File: config.mk
export PLATFORM = sky130hd
export DESIGN_NAME = data_demux_rx_flat
export DESIGN_NICKNAME = d
export VERILOG_FILES = /design/src/rtl/data_mux_pkg.sv /design/src/rtl/data_demux_rx_if.sv /design/src/rtl/data_word_classifier.sv /design/src/rtl/data_demux_rx.sv /design/src/flat_wrapper.sv
export SDC_FILE = /design/constraint.sdc
export NUM_CORES = 1
export LEC_CHECK = 0
export ABC_AREA = 1
export ABC_CLOCK_PERIOD_IN_PS = 3900
export CAP_MARGIN = 5
export CORE_ASPECT_RATIO = 0.5
export CORE_UTILIZATION = 47
export DETAILED_ROUTE_END_ITERATION = 16
export PLACE_DENSITY_LB_ADDON = 0.1
export SLEW_MARGIN = 20
export SYNTH_ARGS = -nofsm -noshare
export SYNTH_HDL_FRONTEND = slang
export SYNTH_HIERARCHICAL = 1
export SYNTH_SLANG_ARGS = --single-unit
export TNS_END_PERCENT = 10
File: constraint.sdc
create_clock -name clk -period 3.9 [get_ports clk]
set_clock_uncertainty 0.2 [all_clocks]
set_input_delay 0.975 -clock clk [delete_from_list [all_inputs] [get_ports clk]]
set_output_delay 0.975 -clock clk [all_outputs]
set_load 0.05 [all_outputs]
File: src/rtl/data_mux_pkg.sv
// ---------------------------------------------------------------------------
// data_mux_pkg
// Shared types and default patterns for the link data mux and its receive-side
// demux. Imported by the demux top, its word classifier and future monitors.
//   word_class_t     : classification of one link word (first match wins)
//   rx_state_t       : receive framing state
//   DEFAULT_*        : register defaults used by the mux for idle and header words
//   isIdleClass()    : true for either flavour of idle word
// ---------------------------------------------------------------------------
`timescale 1ns/1ps

package data_mux_pkg;

   typedef enum logic [2:0] {
      IDLE_BX0,
      IDLE,
      HDR_BX0,
      HDR,
      DATA
   } word_class_t;

   typedef enum logic [1:0] {
      HUNT,
      LOCKED_IDLE,
      PAYLOAD
   } rx_state_t;

   localparam logic [31:0] DEFAULT_IDLE_WORD     = 32'hACCC_CCCC;
   localparam logic [31:0] DEFAULT_IDLE_WORD_BX0 = 32'h9CCC_CCCC;
   localparam logic [31:0] DEFAULT_HEADER        = 32'hA000_0000;
   localparam logic [31:0] DEFAULT_HEADER_BX0    = 32'h9000_0000;
   localparam logic [31:0] DEFAULT_HEADER_MASK   = 32'hF000_0000;

   function automatic logic isIdleClass(input word_class_t cls);
      return (cls == IDLE) || (cls == IDLE_BX0);
   endfunction

endpackage

File: src/rtl/data_demux_rx_if.sv
// ---------------------------------------------------------------------------
// data_demux_rx_if
// Groups the framed input stream and the payload output stream of the demux.
//   axis_in_*  : framed link stream into the demux (tdata, tvalid, tready)
//   axis_out_* : payload stream out of the demux (tdata, tvalid, tready,
//                tlast, tuser = packet introduced by a BX0 header)
// Modports:
//   slave  : the demux's view (consumes axis_in, produces axis_out)
//   master : the surrounding logic's view
// ---------------------------------------------------------------------------
`timescale 1ns/1ps

interface data_demux_rx_if #(
   parameter int DATA_WIDTH = 32
);

   logic [DATA_WIDTH-1:0] axis_in_tdata;
   logic                  axis_in_tvalid;
   logic                  axis_in_tready;

   logic [DATA_WIDTH-1:0] axis_out_tdata;
   logic                  axis_out_tvalid;
   logic                  axis_out_tready;
   logic                  axis_out_tlast;
   logic                  axis_out_tuser;

   modport slave (
      input  axis_in_tdata,
      input  axis_in_tvalid,
      output axis_in_tready,
      output axis_out_tdata,
      output axis_out_tvalid,
      input  axis_out_tready,
      output axis_out_tlast,
      output axis_out_tuser
   );

   modport master (
      output axis_in_tdata,
      output axis_in_tvalid,
      input  axis_in_tready,
      input  axis_out_tdata,
      input  axis_out_tvalid,
      output axis_out_tready,
      input  axis_out_tlast,
      input  axis_out_tuser
   );

endinterface

File: src/rtl/data_word_classifier.sv
// ---------------------------------------------------------------------------
// data_word_classifier
// Purely combinational classification of one link word against the idle and
// header patterns. Exact compare for idles, masked compare for headers; the
// BX0 flavour of each is tested before the plain one, first match wins.
// Ports:
//   i_word          : word to classify (already bit-order corrected)
//   i_idle_word     : idle pattern
//   i_idle_word_BX0 : BX0 idle pattern
//   i_header_mask   : bits of the word that take part in header compares
//   i_header        : header pattern
//   i_header_BX0    : BX0 header pattern
//   o_class         : resulting word class
// ---------------------------------------------------------------------------
`timescale 1ns/1ps

module data_word_classifier
   import data_mux_pkg::*;
#(
   parameter int DATA_WIDTH = 32
) (
   input  logic [DATA_WIDTH-1:0] i_word,
   input  logic [DATA_WIDTH-1:0] i_idle_word,
   input  logic [DATA_WIDTH-1:0] i_idle_word_BX0,
   input  logic [DATA_WIDTH-1:0] i_header_mask,
   input  logic [DATA_WIDTH-1:0] i_header,
   input  logic [DATA_WIDTH-1:0] i_header_BX0,
   output word_class_t           o_class
);

   logic [DATA_WIDTH-1:0] w_masked;

   assign w_masked = i_word & i_header_mask;

   always_comb begin
      o_class = DATA;
      if (i_word == i_idle_word_BX0) begin
         o_class = IDLE_BX0;
      end else if (i_word == i_idle_word) begin
         o_class = IDLE;
      end else if (w_masked == (i_header_BX0 & i_header_mask)) begin
         o_class = HDR_BX0;
      end else if (w_masked == (i_header & i_header_mask)) begin
         o_class = HDR;
      end
   end

endmodule

File: src/rtl/data_demux_rx.sv
// ---------------------------------------------------------------------------
// data_demux_rx
// Receive side of the link data mux. Locks onto a run of idle words, strips
// idles and headers, and forwards fixed-length payloads with tlast and a BX0
// tuser flag. A single output register gives one cycle of latency.
// Ports:
//   clk, aresetn     : clock, asynchronous active-low reset
//   bus (slave)      : framed input stream and payload output stream
//   idle_word(_BX0)  : idle patterns
//   header_mask, header, header_BX0 : header patterns
//   packet_len       : payload words per packet (0 behaves as 1)
//   lock_count       : consecutive idles needed to lock (0 behaves as 1)
//   fc_linkReset     : synchronous relock request, highest priority
//   locked           : framing state is not HUNT
//   bx0_pulse        : one-cycle pulse per accepted BX0 idle/header
//   packet_count     : completed packets, wraps
//   error_count      : framing errors, saturates
// ---------------------------------------------------------------------------
`timescale 1ns/1ps

module data_demux_rx
   import data_mux_pkg::*;
#(
   parameter int DATA_WIDTH         = 32,
   parameter int INPUT_REVERSE_BITS = 1,
   parameter int LOCK_WIDTH         = 16
) (
   input  logic                  clk,
   input  logic                  aresetn,
   data_demux_rx_if.slave        bus,
   input  logic [DATA_WIDTH-1:0] idle_word,
   input  logic [DATA_WIDTH-1:0] idle_word_BX0,
   input  logic [DATA_WIDTH-1:0] header_mask,
   input  logic [DATA_WIDTH-1:0] header,
   input  logic [DATA_WIDTH-1:0] header_BX0,
   input  logic [7:0]            packet_len,
   input  logic [LOCK_WIDTH-1:0] lock_count,
   input  logic                  fc_linkReset,
   output logic                  locked,
   output logic                  bx0_pulse,
   output logic [31:0]           packet_count,
   output logic [15:0]           error_count
);

   rx_state_t             r_state;
   logic [LOCK_WIDTH-1:0] r_run;
   logic [7:0]            r_remaining;
   logic                  r_bx0_flag;
   logic [DATA_WIDTH-1:0] r_out_tdata;
   logic                  r_out_tvalid;
   logic                  r_out_tlast;
   logic                  r_out_tuser;
   logic                  r_bx0_pulse;
   logic [31:0]           r_packet_count;
   logic [15:0]           r_error_count;

   rx_state_t             w_state_nxt;
   logic [LOCK_WIDTH-1:0] w_run_nxt;
   logic [LOCK_WIDTH-1:0] w_run_inc;
   logic [LOCK_WIDTH-1:0] w_lock_target;
   logic [7:0]            w_remaining_nxt;
   logic [7:0]            w_len_eff;
   logic                  w_bx0_flag_nxt;
   logic [DATA_WIDTH-1:0] w_word;
   word_class_t           w_class;
   logic                  w_accept;
   logic                  w_fwd;
   logic                  w_fwd_last;
   logic                  w_pkt_done;
   logic                  w_err;
   logic                  w_bx0_evt;

   // Undo the mux's output bit reversal so classification and forwarded
   // payload see words in their natural bit order.
   always_comb begin
      w_word = bus.axis_in_tdata;
      if (INPUT_REVERSE_BITS != 0) begin
         for (int i = 0; i < DATA_WIDTH; i++) begin
            w_word[i] = bus.axis_in_tdata[DATA_WIDTH-1-i];
         end
      end
   end

   data_word_classifier #(
      .DATA_WIDTH (DATA_WIDTH)
   ) u_classifier (
      .i_word          (w_word),
      .i_idle_word     (idle_word),
      .i_idle_word_BX0 (idle_word_BX0),
      .i_header_mask   (header_mask),
      .i_header        (header),
      .i_header_BX0    (header_BX0),
      .o_class         (w_class)
   );

   // The output register is the only buffer: accept a new word whenever it is
   // empty or draining this cycle. Held low while reset is asserted.
   assign bus.axis_in_tready = aresetn & (~r_out_tvalid | bus.axis_out_tready);
   assign w_accept           = bus.axis_in_tvalid & bus.axis_in_tready;

   assign w_lock_target = (lock_count == '0) ? LOCK_WIDTH'(1) : lock_count;
   assign w_len_eff     = (packet_len == 8'd0) ? 8'd1 : packet_len;
   assign w_run_inc     = (r_run == '1) ? r_run : r_run + LOCK_WIDTH'(1);

   // Next-state and event decode. A link reset overrides everything, including
   // a word accepted in the same cycle, which is simply dropped.
   always_comb begin
      w_state_nxt     = r_state;
      w_run_nxt       = r_run;
      w_remaining_nxt = r_remaining;
      w_bx0_flag_nxt  = r_bx0_flag;
      w_fwd           = 1'b0;
      w_fwd_last      = 1'b0;
      w_pkt_done      = 1'b0;
      w_err           = 1'b0;
      w_bx0_evt       = 1'b0;
      if (fc_linkReset) begin
         w_state_nxt = HUNT;
         w_run_nxt   = '0;
         w_err       = (r_state == PAYLOAD);
      end else if (w_accept) begin
         case (r_state)
            HUNT: begin
               w_bx0_evt = (w_class == IDLE_BX0);
               if (isIdleClass(w_class)) begin
                  if (w_run_inc >= w_lock_target) begin
                     w_state_nxt = LOCKED_IDLE;
                     w_run_nxt   = '0;
                  end else begin
                     w_run_nxt = w_run_inc;
                  end
               end else begin
                  w_run_nxt = '0;
               end
            end
            LOCKED_IDLE: begin
               case (w_class)
                  IDLE_BX0: begin
                     w_bx0_evt = 1'b1;
                  end
                  IDLE: begin
                     w_state_nxt = LOCKED_IDLE;
                  end
                  HDR_BX0, HDR: begin
                     w_state_nxt     = PAYLOAD;
                     w_remaining_nxt = w_len_eff;
                     w_bx0_flag_nxt  = (w_class == HDR_BX0);
                     w_bx0_evt       = (w_class == HDR_BX0);
                  end
                  default: begin
                     w_err       = 1'b1;
                     w_state_nxt = HUNT;
                     w_run_nxt   = '0;
                  end
               endcase
            end
            PAYLOAD: begin
               // Payload words are never classified; they may alias idles or headers.
               w_fwd           = 1'b1;
               w_fwd_last      = (r_remaining == 8'd1);
               w_remaining_nxt = r_remaining - 8'd1;
               if (w_fwd_last) begin
                  w_pkt_done  = 1'b1;
                  w_state_nxt = LOCKED_IDLE;
               end
            end
            default: begin
               w_state_nxt = HUNT;
               w_run_nxt   = '0;
            end
         endcase
      end
   end

   always_ff @(posedge clk or negedge aresetn) begin
      if (!aresetn) begin
         r_state     <= HUNT;
         r_run       <= '0;
         r_remaining <= 8'd0;
         r_bx0_flag  <= 1'b0;
      end else begin
         r_state     <= w_state_nxt;
         r_run       <= w_run_nxt;
         r_remaining <= w_remaining_nxt;
         r_bx0_flag  <= w_bx0_flag_nxt;
      end
   end

   // Output beat register: a loaded beat stays untouched until the consumer
   // takes it; loading only happens when the register is free (see tready).
   always_ff @(posedge clk or negedge aresetn) begin
      if (!aresetn) begin
         r_out_tdata  <= '0;
         r_out_tvalid <= 1'b0;
         r_out_tlast  <= 1'b0;
         r_out_tuser  <= 1'b0;
      end else if (w_fwd) begin
         r_out_tdata  <= w_word;
         r_out_tvalid <= 1'b1;
         r_out_tlast  <= w_fwd_last;
         r_out_tuser  <= r_bx0_flag;
      end else if (bus.axis_out_tready) begin
         r_out_tvalid <= 1'b0;
      end
   end

   always_ff @(posedge clk or negedge aresetn) begin
      if (!aresetn) begin
         r_bx0_pulse    <= 1'b0;
         r_packet_count <= 32'd0;
         r_error_count  <= 16'd0;
      end else begin
         r_bx0_pulse <= w_bx0_evt;
         if (w_pkt_done) begin
            r_packet_count <= r_packet_count + 32'd1;
         end
         if (w_err && (r_error_count != 16'hFFFF)) begin
            r_error_count <= r_error_count + 16'd1;
         end
      end
   end

   assign bus.axis_out_tdata  = r_out_tdata;
   assign bus.axis_out_tvalid = r_out_tvalid;
   assign bus.axis_out_tlast  = r_out_tlast;
   assign bus.axis_out_tuser  = r_out_tuser;
   assign locked              = (r_state != HUNT);
   assign bx0_pulse           = r_bx0_pulse;
   assign packet_count        = r_packet_count;
   assign error_count         = r_error_count;

endmodule
File: src/flat_wrapper.sv
// flat-port wrapper written by rule: the top's interface ports become plain ports
module data_demux_rx_flat import data_mux_pkg::*;
#(
   parameter int DATA_WIDTH         = 32,
   parameter int INPUT_REVERSE_BITS = 1,
   parameter int LOCK_WIDTH         = 16
)
  (clk, aresetn, idle_word, idle_word_BX0, header_mask, header, header_BX0, packet_len, lock_count, fc_linkReset, locked, bx0_pulse, packet_count, error_count, bus_axis_in_tdata, bus_axis_in_tvalid, bus_axis_in_tready, bus_axis_out_tdata, bus_axis_out_tvalid, bus_axis_out_tready, bus_axis_out_tlast, bus_axis_out_tuser);
  data_demux_rx_if #(.DATA_WIDTH(DATA_WIDTH)) bus_i ();
  input  logic clk;
  input  logic aresetn;
  input  logic [DATA_WIDTH-1:0] idle_word;
  input  logic [DATA_WIDTH-1:0] idle_word_BX0;
  input  logic [DATA_WIDTH-1:0] header_mask;
  input  logic [DATA_WIDTH-1:0] header;
  input  logic [DATA_WIDTH-1:0] header_BX0;
  input  logic [7:0] packet_len;
  input  logic [LOCK_WIDTH-1:0] lock_count;
  input  logic fc_linkReset;
  output logic locked;
  output logic bx0_pulse;
  output logic [31:0] packet_count;
  output logic [15:0] error_count;
  input wire logic [$bits(bus_i.axis_in_tdata)-1:0] bus_axis_in_tdata;
  input wire logic [$bits(bus_i.axis_in_tvalid)-1:0] bus_axis_in_tvalid;
  output wire logic [$bits(bus_i.axis_in_tready)-1:0] bus_axis_in_tready;
  output wire logic [$bits(bus_i.axis_out_tdata)-1:0] bus_axis_out_tdata;
  output wire logic [$bits(bus_i.axis_out_tvalid)-1:0] bus_axis_out_tvalid;
  input wire logic [$bits(bus_i.axis_out_tready)-1:0] bus_axis_out_tready;
  output wire logic [$bits(bus_i.axis_out_tlast)-1:0] bus_axis_out_tlast;
  output wire logic [$bits(bus_i.axis_out_tuser)-1:0] bus_axis_out_tuser;
  assign bus_i.axis_in_tdata = bus_axis_in_tdata;
  assign bus_i.axis_in_tvalid = bus_axis_in_tvalid;
  assign bus_axis_in_tready = bus_i.axis_in_tready;
  assign bus_axis_out_tdata = bus_i.axis_out_tdata;
  assign bus_axis_out_tvalid = bus_i.axis_out_tvalid;
  assign bus_i.axis_out_tready = bus_axis_out_tready;
  assign bus_axis_out_tlast = bus_i.axis_out_tlast;
  assign bus_axis_out_tuser = bus_i.axis_out_tuser;
  data_demux_rx #(.DATA_WIDTH(DATA_WIDTH), .INPUT_REVERSE_BITS(INPUT_REVERSE_BITS), .LOCK_WIDTH(LOCK_WIDTH)) u_core (.clk(clk), .aresetn(aresetn), .bus(bus_i), .idle_word(idle_word), .idle_word_BX0(idle_word_BX0), .header_mask(header_mask), .header(header), .header_BX0(header_BX0), .packet_len(packet_len), .lock_count(lock_count), .fc_linkReset(fc_linkReset), .locked(locked), .bx0_pulse(bx0_pulse), .packet_count(packet_count), .error_count(error_count));
endmodule
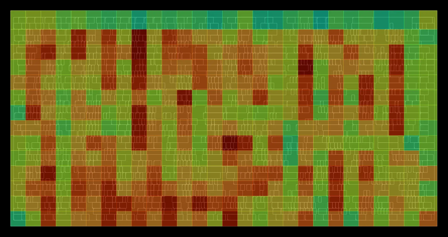
Run 1: track usage over the die
global-route track usage on met3: 8.81%
fraction of met2 tracks used by global routing: 53.6%

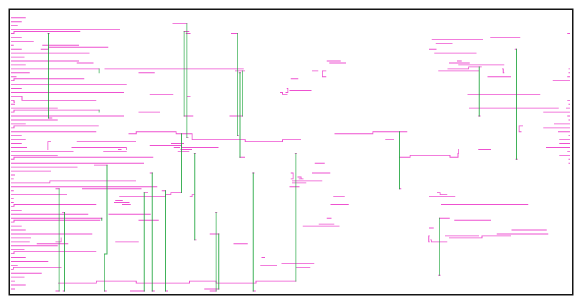
Run 1: metal layers overlaid
Two of the layers only.
magenta -> metal 3  # wire length 2,110 um
green -> metal 4  # wire length 673 um
average wire per cell in the routed design: 15.1 um
DR vias: 9,540
total detailed-routing wirelength: 28,300 um

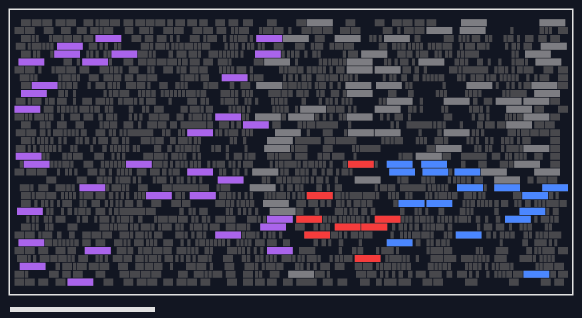
Run 1: where the registers sit
The bar under the picture is 50 um long. Other sequential cells in the stronger gray, the rest of the logic in the fainter gray.
red -> u_core/r_remaining  # placed flops 8, where bottom center
purple -> u_core/bus.axis_out_tdata  # placed flops 32
blue -> u_core/r_run  # placed flops 16
flop share of the area: 22.5%
Sequential Power: 1.34 mW
Final Core Density: 69.7%
Sequential cell area: 0.00278 mm2

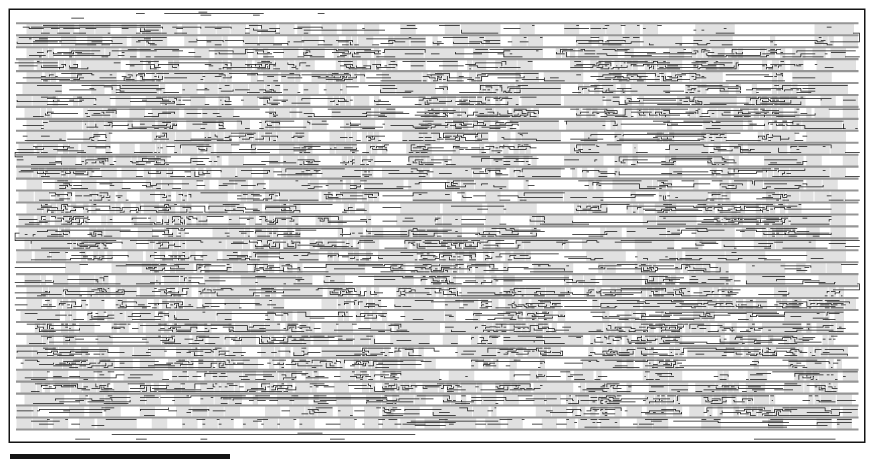
Run 1: the metal 1 layer
The bar under the picture is 50 um long. Supply wires on this layer in gray.
share of all routed wire = 41%
wire length on this layer = 11,500 um
GR Layer Usage met1: 33.5%

-- run 1: power by group through the flow --
stage	clock [mW]	sequential [mW]	combinational [mW]
detailed placement	0	1.36	1.14
global route	0.975	1.35	1.24
global placement	0	1.35	1.12
CTS	0.935	1.34	1.14
floorplan	0	1.52	0.442
finish	0.911	1.34	1.15
-- run 1: flip-flops by register name, indices dropped and copies added (netlist names) --
signal / cells
u_core/bus.axis_out_tdata: 32
u_core/packet_count: 32
u_core/error_count: 16
u_core/r_run: 16
u_core/r_remaining: 8
u_core/r_state: 2
u_core/bus.axis_out_tlast: 1
u_core/bus.axis_out_tuser: 1
u_core/bus.axis_out_tvalid: 1
u_core/bx0_pulse: 1
u_core/r_bx0_flag: 1
-- run 1: through the flow --
stage	total power, mW	worst slack [ns]	utilization (%)
after floorplan	1.97	0.896	-
after global placement	2.47	0.0583	68.1
after detailed placement	2.49	-0.0341	68.1
after CTS	3.42	0.349	69.7
after global routing	3.57	0.116	69.7
final	3.39	0.256	69.7
-- run 1: cell type report --
type,instances,share of cell area [%]
well taps,234,2.37
repair buffers,321,25.9
clock buffers,11,1.96
flip-flops and latches,111,22.5
clock inverters,5,0.324
inverters,152,4.62
multi-input cells,1039,42.4
==> impl_metrics.json, run 1 <==
{
  "cp.buffers_inverters": 3,
  "met2_length_um": 13900,
  "numCtsBuffers": 9,
  "wp_data_arrival_ns": 3.68,
  "syn_nets": 1571,
  "syn-cell-area_mm2": 0.00870,
  "gp_routability_congestion": 0.923,
  "cts_buffer_depth": 2,
  "net_switching_mw": 1.19,
  "period_used_pct": 93.4,
  "first_global_vias": 9445,
  "relSlewSlack_pct": 49.6,
  "count_of_flip_flops_with_a_built_in_enable_after_synthesis": 0,
  "yosys_cells": 1325,
  "whs_endpoint": "u_core/bus.axis_out_tuser$_DFFE_PN0P_",
  "critical_path_class": "input port to flip-flop",
  "max-vdd-ir-drop_uv": 237,
  "critPathCapture": "u_core/r_remaining[5]$_DFFE_PN0P_",
  "final_period_minus_worst_setup_slack_ns": 3.64,
  "cts_hold_buf": 0,
  "critical_path_cell_count": 16,
  "critical_path.reg2reg.endpoint": "u_core/r_run[1]$_DFFE_PN0P_",
  "clock.fmax_mhz": 274,
  "drc": 0,
  "stdcell_area_mm2": 0.0124,
  "xor_area_share_pct": 10.5,
  "worst_hold_slack_ns": 0.277,
  "final_cell_mix": "sky130_fd_sc_hd__nand2_1, sky130_fd_sc_hd__clkdlybuf4s50_1, sky130_fd_sc_hd__nor2_1",
  "pin_count": 307,
  "setup_total_negative_slack_ns": 0,
  "hpwlAfterDp_um": 22900,
  "clock-root-buffer": "sky130_fd_sc_hd__clkbuf_16",
  "groute.usage.overall_pct": 29.6,
  "yosys-top-cells-count": "sky130_fd_sc_hd__nand2_1, sky130_fd_sc_hd__nor2_1, sky130_fd_sc_hd__inv_1, sky130_fd_sc_hd__dfrtp_1, sky130_fd_sc_hd__nand3_1",
  "postCtsSetupBuffers": 0,
  "netlist_top_cells_area": "sky130_fd_sc_hd__dfrtp_1, sky130_fd_sc_hd__nand2_1, sky130_fd_sc_hd__nor2_1, sky130_fd_sc_hd__xnor2_1, sky130_fd_sc_hd__inv_1",
  "clock_transition_at_the_registers_of_the_reported_paths_ns": 0.08,
  "postSynthAreaPerCell_um2": 6.57,
  "synth_dominant_cell_count": "sky130_fd_sc_hd__nand2_1",
  "sw_frac_of_total_pct": 35.2,
  "worstPathMaxFanout": 7,
  "dr_wl_met3_um": 2110,
  "grt-ovfl-total": 0,
  "yosys.stat.chipArea_mm2": 0.00870,
  "placement_rows": 34,
  "run_status": "finished, final reports clean",
  "placed_cells_incl_taps": 1857,
  "timing.reg2reg.setup_slack_ns": 0.55
}
==> run 2: changes to the inputs <==
--- a/config.mk
+++ b/config.mk
@@ -6,7 +6,6 @@
 export NUM_CORES = 1
 export LEC_CHECK = 0
 export ABC_AREA = 1
-export ABC_CLOCK_PERIOD_IN_PS = 3900
 export CAP_MARGIN = 5
 export CORE_ASPECT_RATIO = 0.5
 export CORE_UTILIZATION = 47
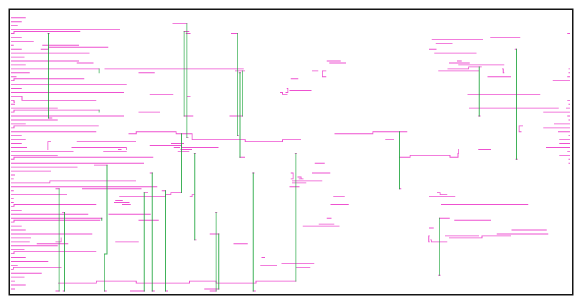
Run 2: metal layers overlaid
Two of the layers only.
green -> metal 4  # wire length 673 um
magenta -> metal 3  # wire length 2,110 um
total routing usage reported by global routing: 29.6%

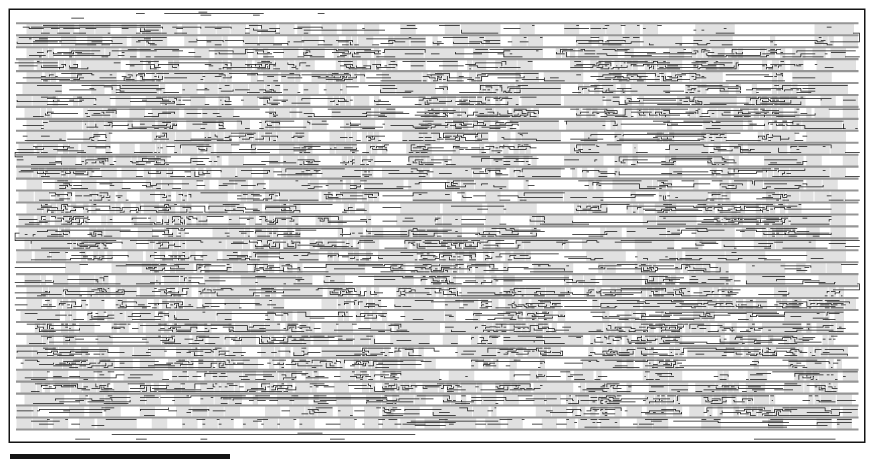
Run 2: the metal 1 layer
The bar under the picture is 50 um long. Supply wires on this layer in gray.
nets with wire on the layer = 1,700
share of all routed wire = 41%

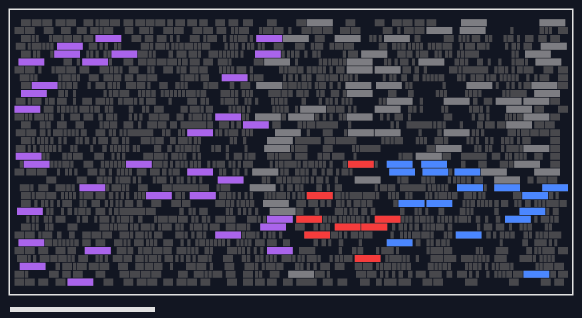
Run 2: where the registers sit
The bar under the picture is 50 um long. Other sequential cells in the stronger gray, the rest of the logic in the fainter gray.
purple -> u_core/bus.axis_out_tdata  # placed flops 32
red -> u_core/r_remaining  # placed flops 8, where bottom center
blue -> u_core/r_run  # placed flops 16
not colored = 55

==> impl_metrics.json, run 2 <==
{
  "clock-root-buffer": "sky130_fd_sc_hd__clkbuf_16",
  "postCtsSetupBuffers": 0,
  "relSlewSlack_pct": 49.6,
  "clock_transition_at_the_registers_of_the_reported_paths_ns": 0.08,
  "syn_nets": 1571,
  "postSynthAreaPerCell_um2": 6.57,
  "wp_data_arrival_ns": 3.68,
  "timing.reg2reg.setup_slack_ns": 0.55,
  "drc": 0,
  "worstPathMaxFanout": 7,
  "yosys-top-cells-count": "sky130_fd_sc_hd__nand2_1, sky130_fd_sc_hd__nor2_1, sky130_fd_sc_hd__inv_1, sky130_fd_sc_hd__dfrtp_1, sky130_fd_sc_hd__nand3_1",
  "count_of_flip_flops_with_a_built_in_enable_after_synthesis": 0,
  "synth_dominant_cell_count": "sky130_fd_sc_hd__nand2_1",
  "hpwlAfterDp_um": 22900,
  "max-vdd-ir-drop_uv": 237,
  "worst_hold_slack_ns": 0.277,
  "stdcell_area_mm2": 0.0124,
  "period_used_pct": 93.4,
  "cts_buffer_depth": 2,
  "critPathCapture": "u_core/r_remaining[5]$_DFFE_PN0P_",
  "first_global_vias": 9445,
  "placement_rows": 34,
  "final_cell_mix": "sky130_fd_sc_hd__nand2_1, sky130_fd_sc_hd__clkdlybuf4s50_1, sky130_fd_sc_hd__nor2_1",
  "yosys.stat.chipArea_mm2": 0.00870,
  "final_period_minus_worst_setup_slack_ns": 3.64,
  "average_wire_per_cell_in_the_routed_design_um": 15.1,
  "finalCoreUtilization_pct": 69.7,
  "netlist_top_cells_area": "sky130_fd_sc_hd__dfrtp_1, sky130_fd_sc_hd__nand2_1, sky130_fd_sc_hd__nor2_1, sky130_fd_sc_hd__xnor2_1, sky130_fd_sc_hd__inv_1",
  "clock.fmax_mhz": 274,
  "pin_count": 307,
  "critical_path_class": "input port to flip-flop",
  "gp_routability_congestion": 0.923,
  "cts_hold_buf": 0,
  "critical_path_cell_count": 16,
  "run_status": "finished, final reports clean",
  "critical_path.reg2reg.endpoint": "u_core/r_run[1]$_DFFE_PN0P_",
  "numCtsBuffers": 9,
  "post_place_setup_slack_ns": -0.0341,
  "syn-cell-area_mm2": 0.00870,
  "route.vias.total": 9540
}
==> run 2: worst min path at each step <==
stage / startpoint / endpoint / slack (ns) / cells after the start
finish: u_core/r_bx0_flag$_DFFE_PN0P_ / u_core/bus.axis_out_tuser$_DFFE_PN0P_ / 0.28 / 2
global route: u_core/bus.axis_out_tdata[3]$_DFFE_PN0P_ / u_core/bus.axis_out_tdata[3]$_DFFE_PN0P_ / 0.31 / 2
CTS: u_core/r_bx0_flag$_DFFE_PN0P_ / u_core/bus.axis_out_tuser$_DFFE_PN0P_ / 0.28 / 2
detailed placement: u_core/r_bx0_flag$_DFFE_PN0P_ / u_core/bus.axis_out_tuser$_DFFE_PN0P_ / 0.26 / 2
global placement: u_core/r_bx0_flag$_DFFE_PN0P_ / u_core/bus.axis_out_tuser$_DFFE_PN0P_ / 0.26 / 2
floorplan: u_core/r_bx0_flag$_DFFE_PN0P_ / u_core/bus.axis_out_tuser$_DFFE_PN0P_ / 0.24 / 2
==> run 2: power by group <==
part           switching (mW)  internal [mW]  total, mW  leakage, nW
Combinational           0.650          0.496       1.15         4.36
Clock                   0.453          0.458      0.911        0.134
Sequential             0.0903           1.25       1.34         1.48
==> run 2: layout make-up <==
type | instances | area, um2
clock inverters | 5 | 40.0
inverters | 152 | 571
well taps | 234 | 293
multi-input cells | 1039 | 5240
fillers | 1525 | 5380
flip-flops and latches | 111 | 2780
repair buffers | 321 | 3200
clock buffers | 11 | 243
==> run 2: per-layer routing <==
layer	GRT usage (%)	wire length [um]	vias up
met1	33.5	11500	4382
met5	0	40	-
met4	9.89	673	6
met3	8.81	2110	51
met2	53.6	13900	313
li1	-	-	4788
Power and IR drop assume default switching activity.
